$ cat config.mk
export PLATFORM = sky130hd
export DESIGN_NAME = if_fetch_stage
export DESIGN_NICKNAME = d
export VERILOG_FILES = /design/src/rtl/if_fetch_stage.sv
export SDC_FILE = /design/constraint.sdc
export NUM_CORES = 1
export LEC_CHECK = 0
export CAP_MARGIN = 20
export CORE_MARGIN = 3
export CORE_UTILIZATION = 48
export DETAILED_ROUTE_END_ITERATION = 8
export PLACE_DENSITY_LB_ADDON = 0.25
export SLEW_MARGIN = 20
export SYNTH_ARGS = -nofsm -noshare
export SYNTH_HDL_FRONTEND = slang
export SYNTH_SLANG_ARGS = --single-unit
$ cat constraint.sdc
create_clock -name clk -period 4.35 [get_ports clk]
set_clock_uncertainty 0.2 [all_clocks]
set_input_delay 0.87 -clock clk [delete_from_list [all_inputs] [get_ports clk]]
set_output_delay 0.87 -clock clk [all_outputs]
set_load 0.03 [all_outputs]
$ cat src/rtl/if_fetch_stage.sv
// ---------------------------------------------------------------------------
// if_fetch_stage
//   Instruction-fetch stage that feeds the IF/DE pipeline register. It owns
//   the PC and issues in-order word requests to instruction memory. Returned
//   words go into a small fetch buffer whose head drives the decode register.
//   A redirect from a later stage restarts fetch at a new PC, flushes the
//   buffer and drops responses to requests that are still in flight.
//
// Parameters
//   RESET_PC    first PC fetched after reset
//   FIFO_DEPTH  fetch-buffer entries (power of two, >=2); also the bound on
//               outstanding requests plus buffered words
//
// Ports
//   clk, rst                 clock (rising edge), async active-high reset
//   imem_req/imem_addr       fetch request and its word address
//   imem_gnt                 memory accepts the request this cycle
//   imem_rvalid/imem_rdata   in-order response, latency >= 1
//   redirect_valid/_pc       change-of-flow pulse and target (bits [1:0] ignored)
//   de_ready                 decode register enable (0 = stall)
//   if_valid_out/inst/pc     head of the fetch buffer toward decode
//
// Configuration
//   IF_BUBBLE_NOP_EN  when defined, if_inst_out shows addi x0,x0,0 (32'h13)
//                     whenever if_valid_out=0; otherwise it shows zero.
// ---------------------------------------------------------------------------
module if_fetch_stage #(
  parameter logic [31:0] RESET_PC   = 32'h0000_0000,
  parameter int          FIFO_DEPTH = 2
) (
  input  logic        clk,
  input  logic        rst,
  output logic        imem_req,
  output logic [31:0] imem_addr,
  input  logic        imem_gnt,
  input  logic        imem_rvalid,
  input  logic [31:0] imem_rdata,
  input  logic        redirect_valid,
  input  logic [31:0] redirect_pc,
  input  logic        de_ready,
  output logic        if_valid_out,
  output logic [31:0] if_inst_out,
  output logic [31:0] if_pc_out
);

`ifdef IF_BUBBLE_NOP_EN
  localparam logic [31:0] BUBBLE = 32'h0000_0013;
`else
  localparam logic [31:0] BUBBLE = 32'h0000_0000;
`endif

  localparam int AW = $clog2(FIFO_DEPTH);
  localparam int CW = $clog2(FIFO_DEPTH) + 1;

  typedef enum logic [1:0] {BOOT, RUN, DRAIN} state_t;
  state_t state_q, state_d;

  logic [31:0]   pc_q, resp_pc, pc_hold;
  logic [CW-1:0] outstanding, discard_cnt, fifo_cnt;
  logic [AW-1:0] rd_ptr, wr_ptr;
  logic [31:0]   mem_inst [FIFO_DEPTH];
  logic [31:0]   mem_pc   [FIFO_DEPTH];

  logic          hs, drop, push, pop;
  logic [CW:0]   inflight;
  logic [31:0]   redir_pc;
  logic [CW-1:0] redir_discard;
  logic          unused_redirect_lsbs;

  assign unused_redirect_lsbs = ^redirect_pc[1:0];
  assign redir_pc = {redirect_pc[31:2], 2'b00};

  // Credits cover every in-flight request (including ones that will be
  // discarded) plus every buffered word, so a response always finds room.
  assign inflight = {1'b0, outstanding} + {1'b0, fifo_cnt};
  assign imem_req = (state_q != BOOT) && !redirect_valid &&
                    (inflight < (CW+1)'(FIFO_DEPTH));
  assign imem_addr = pc_q;
  assign hs = imem_req && imem_gnt;

  // A response arriving in the redirect cycle is stale and is never pushed.
  assign drop = imem_rvalid && (discard_cnt != '0);
  assign push = imem_rvalid && !drop && !redirect_valid;

  assign if_valid_out = (fifo_cnt != '0);
  assign pop = if_valid_out && de_ready && !redirect_valid;

  // After a redirect, everything still outstanding except a response landing
  // in the same cycle must be thrown away.
  assign redir_discard = outstanding - CW'(imem_rvalid);

  // -------------------------------------------------------------------------
  // FSM
  // -------------------------------------------------------------------------
  always_comb begin
    state_d = state_q;
    if (redirect_valid) begin
      state_d = (redir_discard != '0) ? DRAIN : RUN;
    end else begin
      case (state_q)
        BOOT:    state_d = RUN;
        RUN:     state_d = RUN;
        DRAIN:   if ((discard_cnt == '0) ||
                     (discard_cnt == CW'(1) && imem_rvalid)) state_d = RUN;
        default: state_d = BOOT;
      endcase
    end
  end

  always_ff @(posedge clk or posedge rst) begin
    if (rst) state_q <= BOOT;
    else     state_q <= state_d;
  end

  // -------------------------------------------------------------------------
  // PC, credit and discard bookkeeping, buffer pointers
  // -------------------------------------------------------------------------
  always_ff @(posedge clk or posedge rst) begin
    if (rst) begin
      pc_q        <= RESET_PC;
      resp_pc     <= RESET_PC;
      pc_hold     <= RESET_PC;
      outstanding <= '0;
      discard_cnt <= '0;
      fifo_cnt    <= '0;
      rd_ptr      <= '0;
      wr_ptr      <= '0;
    end else begin
      // Remember what decode last saw so the PC output holds through bubbles.
      if (if_valid_out) pc_hold <= mem_pc[rd_ptr];

      if (redirect_valid) begin
        pc_q        <= redir_pc;
        resp_pc     <= redir_pc;
        outstanding <= redir_discard;
        discard_cnt <= redir_discard;
        fifo_cnt    <= '0;
        rd_ptr      <= '0;
        wr_ptr      <= '0;
      end else begin
        if (hs)   pc_q    <= pc_q + 32'd4;
        if (push) resp_pc <= resp_pc + 32'd4;
        outstanding <= outstanding + CW'(hs) - CW'(imem_rvalid);
        if (drop) discard_cnt <= discard_cnt - CW'(1);
        if (push) wr_ptr <= wr_ptr + AW'(1);
        if (pop)  rd_ptr <= rd_ptr + AW'(1);
        fifo_cnt <= fifo_cnt + CW'(push) - CW'(pop);
      end
    end
  end

  // Buffer storage carries no reset; only entries below fifo_cnt are read.
  always_ff @(posedge clk) begin
    if (push) begin
      mem_inst[wr_ptr] <= imem_rdata;
      mem_pc[wr_ptr]   <= resp_pc;
    end
  end

  assign if_inst_out = if_valid_out ? mem_inst[rd_ptr] : BUBBLE;
  assign if_pc_out   = if_valid_out ? mem_pc[rd_ptr]   : pc_hold;

  // A push into a full buffer without a simultaneous pop means the memory
  // returned more words than were requested.
  a_no_overflow: assert property (@(posedge clk) disable iff (rst)
    (push && !pop) |-> (fifo_cnt < CW'(FIFO_DEPTH)));

endmodule

==> summary.txt <==
run results: Worst setup SP type=flop, Final ANT Viol Nets=0, Fin Hold WS=~0.27 ns, Via density=around 5.4, final setup violation count=0, Comb power frac=32.8%, critical path, cell by cell=nor2_4 -> buf_4 -> nand2_1 -> o21ai_0 -> clkdlybuf4s50_1, vias in the first global route=approximately 6300, reg-to-reg slack, setup=roughly 1.3 ns, Slew HR=about 40%, CORE AREA=19600 um^2, worst r2r src=fifo_cnt[0], Synth flops=between 200 and 250, Hold Vio Cnt, Final=0, DP Area=11600 um^2, Layout area overhead=28.9%, Crit path max-delay family=buffers and inverters, Filler Cell Count=1498, crit path max fanout=30, Crit-path slowest cell=clkdlybuf4s50_1, clk latency late pin=0.50 ns, Seq share, synth=around two thirds, CP Data Arrival Time=around 2.8 ns, n_diodes=0, Final Max Tran Viols=0, Int Pwr=4.81 mW, EDFF count, synth=between 100 and 150, status=finished, final reports clean, Tcrit/Tclk final=88.4%, R2R Path End=outstanding[1], CTS buffer count=23, post-DP HPWL=13.9 mm, Synth top area share=approximately two fifths, fmax=0.260 GHz, hold path start=pc_hold[1], Clock transition at path regs=0.06 ns, Clk Tree Root Cell=clkbuf_16, worst path required time=3.28 ns, worst-margin pin slew=slightly below 0.9 ns
-- logic make-up after synthesis --
family | synth area share (%)
AOI/OAI and AO/OA | 7.16
adders and majority gates | 1.38
and+or+nand+nor | 12.4
xor gates and xnor gates | 3.82
muxes | 7.70
buffers and inverters | 2.38
other | 0.0389
DFF | 65.2
-- power groups by stage --
stage               Sequential (mW)  Combinational, mW  Clock, mW
CTS                            2.86               2.41       2.10
global placement               2.88               2.37          0
global route                   2.90               2.56       2.16
finish                         2.86               2.39       2.04
floorplan                      2.89               1.39          0
detailed placement             2.89               2.40          0
-- layer usage --
metal | GRT usage [%] | part of all wire [%] | vias up
met5 | 0 | 0 | -
met2 | 28.9 | 45 | 261
li1 | - | - | 3067
met3 | 4.08 | 8.2 | 30
met4 | 4.85 | 1.8 | 0
met1 | 27.7 | 45 | 3126
-- worst max path at each step --
stage / start / endpoint / slack [ns]
final: fifo_cnt[1] / if_pc_out[27] / 0.50
after global routing: fifo_cnt[1] / if_pc_out[25] / 0.32
after CTS: fifo_cnt[1] / if_pc_out[27] / 0.45
after detailed placement: imem_rvalid / resp_pc[25] / 0.95
after global placement: imem_rvalid / resp_pc[25] / 0.95
after floorplan: redirect_valid / mem_inst[0][0] / -0.86
-- final cells by class --
type | count | area, um^2 | area share [%]
multi-input cells | 472 | 3150 | 25.4
clock inverters | 9 | 126 | 1.02
flip-flops and latches | 226 | 6280 | 50.6
clock buffers | 33 | 668 | 5.38
well taps | 265 | 332 | 2.67
repair buffers | 179 | 1780 | 14.4
inverters | 19 | 73.8 | 0.595
-- cell usage after synthesis (8+ instances only) --
| cell | number |
|---|---|
| edfxtp_1 | 124 |
| dfrtp_1 | 102 |
| nand2_1 | 84 |
| mux2i_1 | 64 |
| o21ai_0 | 60 |
| nor2_1 | 58 |
| clkbuf_1 | 26 |
| xor2_1 | 24 |
| nand3_1 | 21 |
| inv_1 | 18 |
| xnor2_1 | 18 |
| nand4_1 | 17 |
| o311ai_1 | 15 |
| o211ai_1 | 13 |
| a21oi_1 | 11 |
| and3_1 | 9 |
| ha_1 | 9 |
| mux2_2 | 8 |
| o21ai_1 | 8 |
-- flip-flops by register name, indices dropped and copies added (netlist names) --
| register | cells |
|---|---|
| outstanding | 2 |
| fifo_cnt | 2 |
| resp_pc | 30 |
| state_q | 2 |
| pc_hold | 32 |
| wr_ptr | 1 |
| discard_cnt | 2 |
| imem_addr | 30 |
| mem_inst | 64 |
| rd_ptr | 1 |
| mem_pc | 60 |
-- worst reg2reg max path: stages (launching register included) --
cell	delay (ns)
dfrtp_1	0.42
and2_1	0.19
fa_1	0.49
or4b_4	0.55
nor2_4	0.11
inv_2	0.10
ha_1	0.29
inv_1	0.04
ha_1	0.18
xnor2_1	0.11
o21ai_0	0.18
xor2_1	0.15
-- through the flow --
stage,worst slack [ns],instances,utilization (%)
finish,0.504,1203,63.4
floorplan,-0.858,753,-
global route,0.317,1203,63.4
CTS,0.448,1203,63.4
global placement,0.951,1161,59.3
detailed placement,0.945,1161,59.3
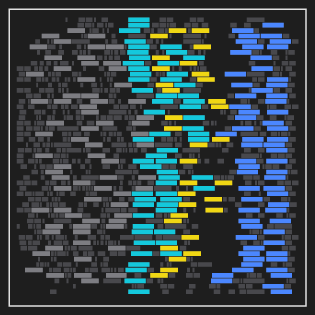
(where the registers sit)
Scale: 2 px per um. Other sequential cells in the stronger gray, the rest of the logic in the fainter gray.
legend:
  mem_pc:
    color: cyan
    placed_flops: 60
    where: a column down the middle
  pc_hold:
    color: yellow
    placed_flops: 32
    where: a column down the middle
  mem_inst:
    color: blue
    placed_flops: 64
    where: a column on the right
not colored: 70
Flop area: 6280 um^2
seq pwr: 2.86 mW
fin util: 63.4%

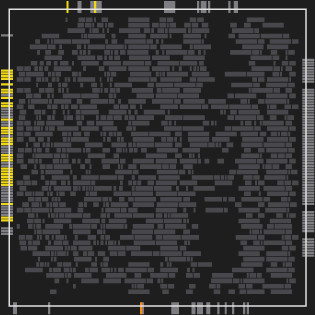
(pin map)
Scale: 2 px per um. Pins as bars across the die edge, other pins in gray.
legend:
  imem_addr:
    color: yellow
    pins: 32
    direction: output
    edge: 30 west, 2 north
  if_valid_out:
    color: orange
    pins: 1
    direction: output
    edge: south
all pins by edge: 67 east, 57 west, 23 north, 21 south
die width: 148 um
Die Ht: 148 um
I/O Buffers: 163

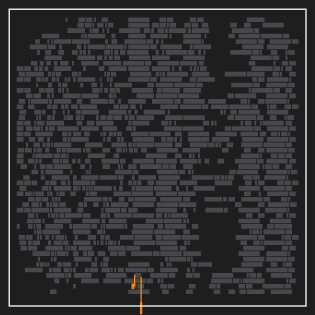
(port wiring)
Scale: 2 px per um.
legend:
  if_valid_out:
    color: orange
    bits: 1
    direction: output
    edge: south
    end_cells: 1
    buffers: 1
    wire: 19.9 um
I/O pin cnt: 168

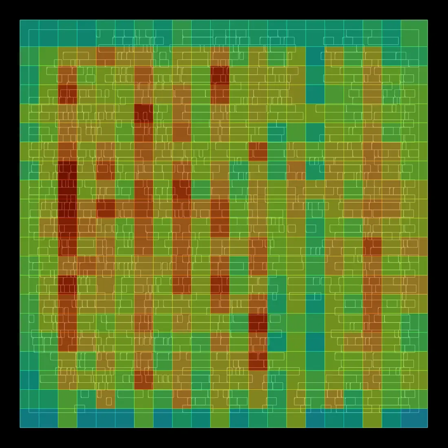
(congestion heat map)
met3 usage: 4.08%
Total GRT Usage: 18.9%
Most Crowded Layer GR: met2
GR met1 Demand/Resource: 27.7%
DR WL/cell: 17.3 um

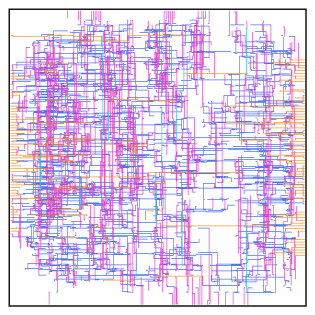
(signal wires by layer)
Scale: 2 px per um.
legend:
  metal 1:
    color: blue
    wire_length: 9340 um
  metal 3:
    color: orange
    wire_length: 1700 um
  metal 4:
    color: cyan
    wire_length: 372 um
  metal 2:
    color: magenta
    wire_length: 9360 um
via count: 6484
final WL: 20.8 mm

Power and IR drop assume default switching activity.
